`config.mk`:
```
export PLATFORM = sky130hd
export DESIGN_NAME = ctrl_tx
export DESIGN_NICKNAME = d
export VERILOG_FILES = /design/src/rtl/ctrl_tx.sv
export SDC_FILE = /design/constraint.sdc
export NUM_CORES = 1
export LEC_CHECK = 0
export CORE_MARGIN = 1.5
export CORE_UTILIZATION = 51
export DETAILED_ROUTE_END_ITERATION = 10
export PLACE_DENSITY = 0.82
export SLEW_MARGIN = 40
export SYNTH_ARGS = -nofsm -noshare
export SYNTH_HDL_FRONTEND = slang
export SYNTH_SLANG_ARGS = --single-unit
```
`constraint.sdc`:
```
create_clock -name CLK -period 2.55 [get_ports CLK]
set_clock_uncertainty 0.2 [all_clocks]
set_input_delay 0.51 -clock CLK [delete_from_list [all_inputs] [get_ports CLK]]
set_output_delay 0.51 -clock CLK [all_outputs]
set_load 0.1 [all_outputs]
```
`src/rtl/ctrl_tx.sv`:
```
// TX-side controller: buffers RegFile/ALU result strobes and frames them as bytes into the TX FIFO.
// Optional TX_CHECKSUM_EN appends an XOR checksum byte to every frame.
module ctrl_tx #(
    parameter int unsigned WIDTH     = 8,
    parameter int unsigned ALU_WIDTH = 16
) (
    input  logic                 CLK,
    input  logic                 RST,
    input  logic [WIDTH-1:0]     RdData,
    input  logic                 RdData_Valid,
    input  logic [ALU_WIDTH-1:0] ALU_OUT,
    input  logic                 OUT_VALID,
    input  logic                 FIFO_FULL,
    output logic [WIDTH-1:0]     WR_DATA,
    output logic                 WR_INC,
    output logic                 BUSY,
    output logic                 OVERRUN
);

    typedef enum logic [2:0] {
        IDLE     = 3'd0,
        SEND_RD  = 3'd1,
        SEND_LO  = 3'd2,
        SEND_HI  = 3'd3,
        SEND_CHK = 3'd4
    } state_t;

    state_t               state;
    logic                 rd_pend;
    logic [WIDTH-1:0]     rd_buf;
    logic                 alu_pend;
    logic [ALU_WIDTH-1:0] alu_buf;
    logic [ALU_WIDTH-1:0] frm;
    logic                 rd_load;
    logic                 alu_load;
    logic [WIDTH-1:0]     lo_byte;
    logic [WIDTH-1:0]     hi_byte;

    // Pending buffers are consumed only from IDLE; register reads take priority.
    assign rd_load  = (state == IDLE) && rd_pend;
    assign alu_load = (state == IDLE) && !rd_pend && alu_pend;
    assign lo_byte  = frm[WIDTH-1:0];
    assign hi_byte  = frm[ALU_WIDTH-1:WIDTH];

    // FIFO write port is driven straight from the frame state.
    always_comb begin
        WR_DATA = '0;
        case (state)
            SEND_RD, SEND_LO: WR_DATA = lo_byte;
            SEND_HI:          WR_DATA = hi_byte;
`ifdef TX_CHECKSUM_EN
            SEND_CHK:         WR_DATA = lo_byte ^ hi_byte;
`endif
            default:          WR_DATA = '0;
        endcase
    end

    assign WR_INC = (state != IDLE) && !FIFO_FULL;
    assign BUSY   = (state != IDLE) || rd_pend || alu_pend;

    always_ff @(posedge CLK or negedge RST) begin
        if (!RST) begin
            state    <= IDLE;
            rd_pend  <= 1'b0;
            rd_buf   <= '0;
            alu_pend <= 1'b0;
            alu_buf  <= '0;
            frm      <= '0;
            OVERRUN  <= 1'b0;
        end else begin
            // A strobe landing on the load edge refills the buffer; otherwise a full buffer drops it.
            if (RdData_Valid) begin
                if (rd_pend && !rd_load) begin
                    OVERRUN <= 1'b1;
                end else begin
                    rd_pend <= 1'b1;
                    rd_buf  <= RdData;
                end
            end else if (rd_load) begin
                rd_pend <= 1'b0;
            end

            if (OUT_VALID) begin
                if (alu_pend && !alu_load) begin
                    OVERRUN <= 1'b1;
                end else begin
                    alu_pend <= 1'b1;
                    alu_buf  <= ALU_OUT;
                end
            end else if (alu_load) begin
                alu_pend <= 1'b0;
            end

            case (state)
                IDLE: begin
                    if (rd_load) begin
                        frm   <= ALU_WIDTH'(rd_buf);
                        state <= SEND_RD;
                    end else if (alu_load) begin
                        frm   <= alu_buf;
                        state <= SEND_LO;
                    end
                end
                SEND_RD: begin
                    if (WR_INC) begin
`ifdef TX_CHECKSUM_EN
                        state <= SEND_CHK;
`else
                        state <= IDLE;
`endif
                    end
                end
                SEND_LO: begin
                    if (WR_INC) state <= SEND_HI;
                end
                SEND_HI: begin
                    if (WR_INC) begin
`ifdef TX_CHECKSUM_EN
                        state <= SEND_CHK;
`else
                        state <= IDLE;
`endif
                    end
                end
                default: begin
                    if (WR_INC) state <= IDLE;
                end
            endcase
        end
    end

endmodule

```
gates.png
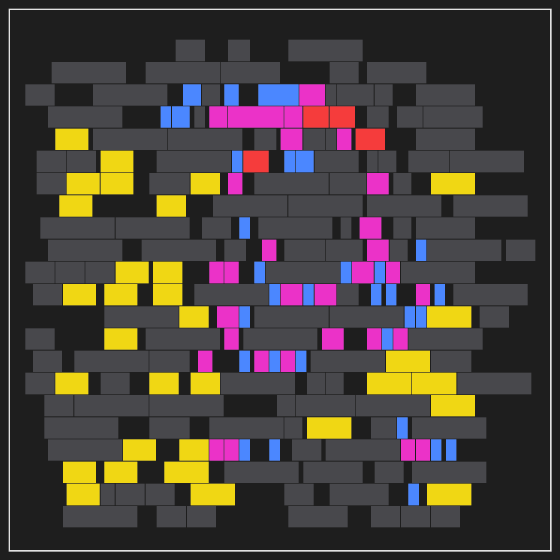
red -> non-inverting ao/oa cells  # cells 4, most used o22a_1, where top middle
magenta -> aoi and oai cells  # cells 30, most used o21ai_0
yellow -> mux cells  # cells 32, most used mux2_2
blue -> nand cells  # cells 31, most used nand2_1
final cell count without fillers: 262
most frequent logic cell in the layout: dfrtp_1
Comb area share: 0.322

==> impl_metrics.ini <==
; physical design summary
[grt]
overflow = 0
use_met3 = 0.0511
grt_usage = 0.221
use_met2 = 0.381
antenna_found_initial = 0
grt_pass1_vias = 1516
grt_max_degree = 34
grtUsageMet1 = 0.278

[timing]
final-setup-viol-count = 0
rsz0062_at_grt = false
hold_ws_ns = 0.296
max_slew.worst_pin.slew_ns = 0.599
min_period_ns = 2.43
fin_tns_setup_ns = 0
hold_viol = 0

[worst_setup_path]
endpoint_kind = primary output
critPathMaxStageDelay_ns = 0.56
timing.rr.start = state[0]
reg2regPathDepth = 6
cp-start-kind = register
critPathArrivalTime_ns = 1.72
cp_num_buf_inv = 2
crit_start = state[0]
r2r_slack_ns = 0.35
crit_end = WR_DATA[4]
timing.rr.end = state[0]
critPathTopFamily = adder cells
path_cells = inv_1 -> ha_1 -> nor2_2 -> buf_12
crit_path_top_delay_cell = ha_1
critPathRequiredTime_ns = 1.84

[clock_tree]
postCtsSetupBuffers = 0
cts-htree-levels = 2
cts.clk_slew.worst_paths_ns = 0.09
clock_sinks = 45
cts_buffer_depth = 2
root_buffer = clkbuf_8
clkLatencyLatePin_ns = 0.30
cts_tree = done

[die]
n_tap_cell = 48
die_h_um = 66.2
die_w_um = 66.2
ios = 40
num_rows = 22

[synth]
adder_share = 0.0246
ys_cells = 169
aoi_share = 0.113
simple_gate_area_frac = 0.0879
ff_type = dfrtp_1
top_cell = dfrtp_1
ys_seq_share = 0.554
logic_family = multiplexers
top_cell_area_share = 0.554
ys_ff = 45
fp_nets = 202
edf_count = 0
syn_area_um2 = 2030
common_cells = dfrtp_1, nand2_1, o21ai_0
synthArstFlopShare = 1.00
ys_area_um2 = 2030

[final_layout]
layout_top_cells = dfrtp_1, clkdlybuf4s50_1, nand2_1
diodes = 0
fill_cells = 277
sh_seq_area = 0.417
logic_area_um2 = 871
drive_gt1_frac = 0.304
design.seq.count = 45
layout.nets = 246
inverters = 4
largest_class = sequential cells
nonClkBufAreaFrac = 0.196
register_area_um2 = 1130
clock_buffers = 6
final_util = 0.722
clock_cell_area_share = 0.0370

[status]
status = finished, final reports clean

[run]
warnings = 29
cap_violations = 0

[worst_hold_path]
worstHoldEndpoint = OVERRUN
hold_class = register to register
hp-start = OVERRUN

[power_and_ir_drop]
vdd_drop_max_v = 0.000590
pwr-share-comb = 0.543
powerClk_mw = 0.479
p_sw_frac = 0.441
power.group.top = combinational cells
power_density_nw_per_um2 = 1410
p_total_mw = 3.81
clock_power_share = 0.126
p_comb_mw = 2.07
p_switching_mw = 1.68
pg_seq_mw = 1.26
p_int_mw = 2.13

[detailed_routing]
wl_met3_um = 183
highest_layer = met4
routedWlPerCell_um = 16.1
vias = 1424
dr.pass1.iters = 4
antenna_left = 0
vias_per_cell = 5.44
drt_iter0_drc = 114
dr_wl_met2_um = 2230

[placement]
place.gp.congestion = 0.825
place_inst = 253
post-dp-hpwl_um = 3150
preCtsSetupSlack_ns = 0.347
sizing.png
Scale bar: 20 µm.
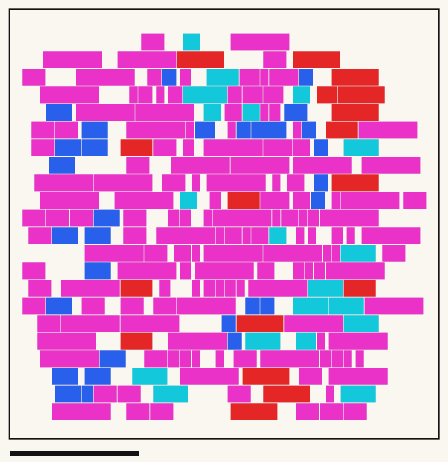
cyan -> x3 and x4  # cells 19, share 8.9%
magenta -> x1 and smaller  # cells 149, share 70%
red -> x6 and larger  # cells 17, share 7.9%
blue -> x2  # cells 29, share 14%
Setup WS post-layout: 0.120 ns
Layout area overhead: 32.8%
nonclk buf count: 45
Final Cell Area: 2700 µm²

Power figures rest on the tool's default switching activity, not on a simulated workload.
